==> config.mk <==
export PLATFORM = sky130hd
export DESIGN_NAME = prefetch_unit
export DESIGN_NICKNAME = d
export VERILOG_FILES = /design/src/rtl/prefetch_unit.sv
export SDC_FILE = /design/constraint.sdc
export NUM_CORES = 1
export LEC_CHECK = 0
export ABC_CLOCK_PERIOD_IN_PS = 3510
export CORE_ASPECT_RATIO = 1.2
export CORE_UTILIZATION = 40
export CTS_BUF_LIST = sky130_fd_sc_hd__clkbuf_4 sky130_fd_sc_hd__clkbuf_8
export CTS_CLUSTER_SIZE = 14
export DETAILED_ROUTE_END_ITERATION = 12
export GPL_TIMING_DRIVEN = 0
export MAX_ROUTING_LAYER = met4
export RECOVER_POWER = 25
export SYNTH_ARGS = -nofsm -noshare
export SYNTH_HDL_FRONTEND = slang
export SYNTH_SLANG_ARGS = --single-unit
==> constraint.sdc <==
create_clock -name clk -period 3.51 [get_ports clk]
set_input_delay 0.5265 -clock clk [delete_from_list [all_inputs] [get_ports clk]]
set_output_delay 0.5265 -clock clk [all_outputs]
set_load 0.005 [all_outputs]
==> src/rtl/prefetch_unit.sv <==
// Instruction prefetch unit: keeps a single icache request in flight and buffers
// the returned words in a small circular queue, which the decoder drains.
module prefetch_unit #(
  parameter int              XLEN     = 32,
  parameter int              DEPTH    = 4,
  parameter logic [XLEN-1:0] RESET_PC = '0
) (
  input  logic                       clk,
  input  logic                       rst,
  input  logic                       stall,
  input  logic                       redirect,
  input  logic [XLEN-1:0]            redirect_pc,
  output logic                       icache_req,
  output logic [XLEN-1:0]            icache_addr,
  input  logic [31:0]                icache_data,
  input  logic                       icache_valid,
  output logic [31:0]                ir,
  output logic [XLEN-1:0]            ir_pc,
  output logic                       ir_valid,
  input  logic                       ir_ready,
  output logic [$clog2(DEPTH+1)-1:0] count
);

  localparam int AW = $clog2(DEPTH);
  localparam int CW = $clog2(DEPTH+1);
  localparam logic [CW:0] DEPTH_W = (CW+1)'(DEPTH);

  typedef enum logic [1:0] {IDLE, REQ, DROP} state_t;

  state_t            state;
  logic [XLEN-1:0]   fetch_pc;
  logic [AW-1:0]     rptr, wptr;
  logic [31:0]       mem_d  [DEPTH];
  logic [XLEN-1:0]   mem_pc [DEPTH];

  logic              push, pop, issue_ok;
  logic [CW:0]       occ;
  logic [XLEN-1:0]   addr_inc;

  // occ is the queue occupancy after this cycle's push/pop; issuing only while
  // it is below DEPTH guarantees the next response always has a free slot.
  always_comb begin
    pop      = ir_valid && ir_ready;
    push     = (state == REQ) && icache_valid && !redirect;
    occ      = {1'b0, count} + (CW+1)'(push) - (CW+1)'(pop);
    issue_ok = !stall && !redirect && (occ < DEPTH_W);
    addr_inc = icache_addr + XLEN'(4);
  end

  assign ir_valid = (count != '0);
  assign ir       = ir_valid ? mem_d[rptr]  : '0;
  assign ir_pc    = ir_valid ? mem_pc[rptr] : '0;

  always_ff @(posedge clk) begin
    if (rst && push) begin
      mem_d[wptr]  <= icache_data;
      mem_pc[wptr] <= icache_addr;
    end
  end

  always_ff @(posedge clk) begin
    if (!rst) begin
      state       <= IDLE;
      fetch_pc    <= RESET_PC;
      icache_req  <= 1'b0;
      icache_addr <= '0;
      rptr        <= '0;
      wptr        <= '0;
      count       <= '0;
    end else begin
      if (redirect) begin
        rptr     <= '0;
        wptr     <= '0;
        count    <= '0;
        fetch_pc <= redirect_pc & ~XLEN'(3);
      end else begin
        if (push) wptr <= wptr + AW'(1);
        if (pop)  rptr <= rptr + AW'(1);
        count <= occ[CW-1:0];
      end

      case (state)
        IDLE: if (issue_ok) begin
          state       <= REQ;
          icache_req  <= 1'b1;
          icache_addr <= fetch_pc;
        end
        REQ: begin
          if (redirect) begin
            // A response landing with the redirect is simply dropped.
            if (icache_valid) begin
              state      <= IDLE;
              icache_req <= 1'b0;
            end else begin
              state <= DROP;
            end
          end else if (icache_valid) begin
            fetch_pc <= addr_inc;
            if (issue_ok) begin
              icache_addr <= addr_inc;
            end else begin
              state      <= IDLE;
              icache_req <= 1'b0;
            end
          end
        end
        DROP: if (icache_valid) begin
          state      <= IDLE;
          icache_req <= 1'b0;
        end
        default: begin
          state      <= IDLE;
          icache_req <= 1'b0;
        end
      endcase
    end
  end

endmodule

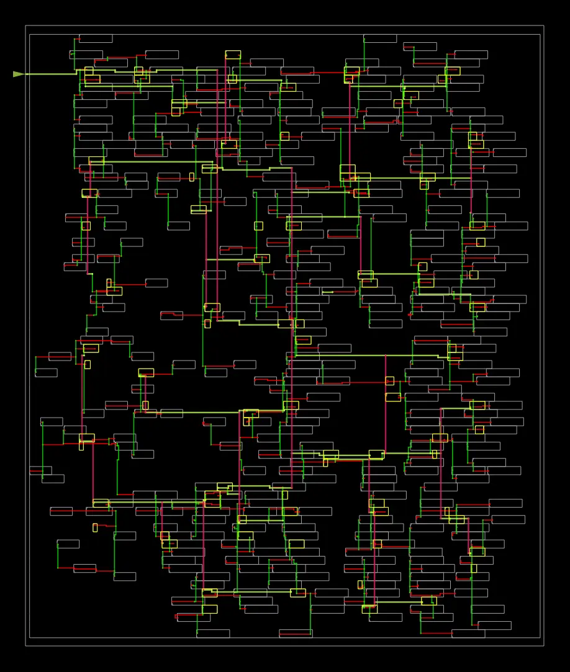
Figure 1: clock routing.
maximum clock skew at final layout: 0.0329 ns
power dissipated in the clock network: 3.22 mW

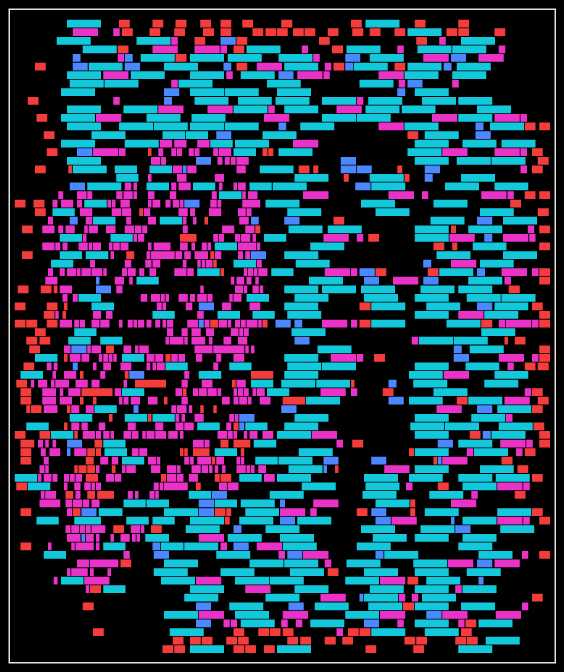
Figure 2: placed cells, one color a class.
Red shows remaining buffers and delay cells, cells 245, share of their area 13%. Cyan shows sequential cells, cells 332, share of their area 54%. Blue shows clock drivers and dummy loads, cells 94, share of their area 6.0%. Magenta shows combinational and other logic, cells 549, share of their area 27%.
flop share of the area: 52.2%
utilization of the core after routing: 51.5%
area inside the core boundary: 34,300 sq um
Placement Rows: 74
cell area after layout: 17,600 sq um

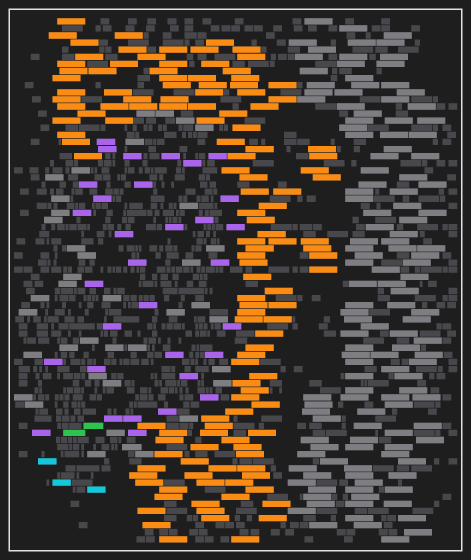
Figure 3: where the registers sit.
Other sequential cells in the stronger gray, the rest of the logic in the fainter gray.
Cyan shows count, flops 3. Orange shows mem_pc, flops 128. Purple shows icache_addr, flops 32. Green shows state, flops 2.
Another 167 sequential cells are not colored.

## how the worst max path moves through the flow
stage,from,end,slack (ns)
2_1_floorplan,state[1],icache_addr[31],0.03
3_3_place_gp,icache_valid,mem_d[1][27],-2.06
3_5_place_dp,icache_valid,icache_addr[19],-1.73
4_1_cts,state[0],icache_addr[19],0.02
5_1_grt,state[0],icache_addr[21],0.009
6_report,state[0],icache_addr[21],0.15
## through the flow
step	utilization, %	power (mW)	cells	hold slack (ns)	cell area, sq um
after floorplan	-	4.63	948	0.436	14000
after global placement	47.5	4.90	1571	0.446	16300
after detailed placement	47.8	4.91	1575	0.458	16400
after CTS	51.2	8.16	1672	0.467	17500
after global routing	51.5	8.35	1676	0.402	17600
final	51.5	8.08	1676	0.364	17600
## state kept, by name (all words and copies together) (netlist names), named ones only
signal	flops
mem_d	128
state	2
count	3
icache_req	1
rptr	2
fetch_pc	32
mem_pc	128
wptr	2
icache_addr	32
## routing by layer
metal / wire, microns / global-route usage [%] / vias up
li1: - / - / 4116
met1: 15300 / 25.9 / 4480
met2: 17500 / 34.0 / 302
met3: 1790 / 3.32 / 83
met4: 1320 / 8.88 / 0
met5: 0 / - / -
## critical path: cells and delay by family (launching register included)
family / cells / cell delay [ns]
simple gates: 5 / 0.82
buf+inv: 6 / 0.80
fa+ha+maj: 3 / 0.78
flops: 1 / 0.37
compound gates: 1 / 0.28
xor+xnor: 1 / 0.17
## cells by family (layout without fill, tap and decap cells)
group,Yosys count,count (layout),share of synthesized area (%)
buf+inv,81,353,2.30
mux,90,90,12.3
simple gates,263,263,10.2
compound gates,141,141,6.55
flops,332,332,65.7
fa+ha+maj,10,10,0.947
xor+xnor,31,31,1.94
## timing repair
item                                    in CTS  in global routing
endpoints found under the setup margin      94                 30
pin swaps                                    3                  5
resized                                     34                 16
setup buffers                                7                  4
==> out/qor.csv <==
stage,metric,value,unit
outcome,status,completed,
min_path,path category of the worst min-delay check,input port to flip-flop,
final_timing,"Hold Vio Cnt, Final",0,
run,count of warning messages emitted by the tools,31,
cells_and_area,"Non-clock buffers, area share",12.3,%
clock_network,deepest level of the CTS H-tree,2,
setup_path,Setup crit start kind,flip-flop,
cells_and_area,Layout clock area frac,5.80,%
place,number of buffers added on ports,167,
die,starting density of the core,40.9,%
drt,drt first pass iters,5,
cells_and_area,area occupied by multi-input gates,4610,sq um
final_timing,crit path time final,3.36,ns
clock_network,clk slew on worst S/H paths,0.06,ns
min_path,Hold Path Stages,2,
yosys,"EDFF count, synth",256,
cells_and_area,Max-area cell class,flip-flops and latches,
yosys,number of synthesized register bits,332,
setup_path,capture instance of the worst register-to-register path,icache_addr[21],
die,die y size,207,microns
pwr,worst vdd rail ir drop,0.195,mV
cells_and_area,Flop Count,332,
setup_path,crit path max fanout,6,
yosys,post-synthesis chip area from yosys,14000,sq um
min_path,end of the worst hold path,state[1],
setup_path,critical path class,flip-flop to flip-flop,
die,Chip Area,35800,sq um
clock_network,Worst-Skew Late Latency,0.60,ns
yosys,cell count listed in synth_stat.txt,948,
pwr,Comb power,0.518,mW
place,RePlAce Congestion,0.929,
clock_network,clock sink total,332,
setup_path,worst reg2reg path depth,16,
No activity file was given, so power comes from the tool's default toggle rates.
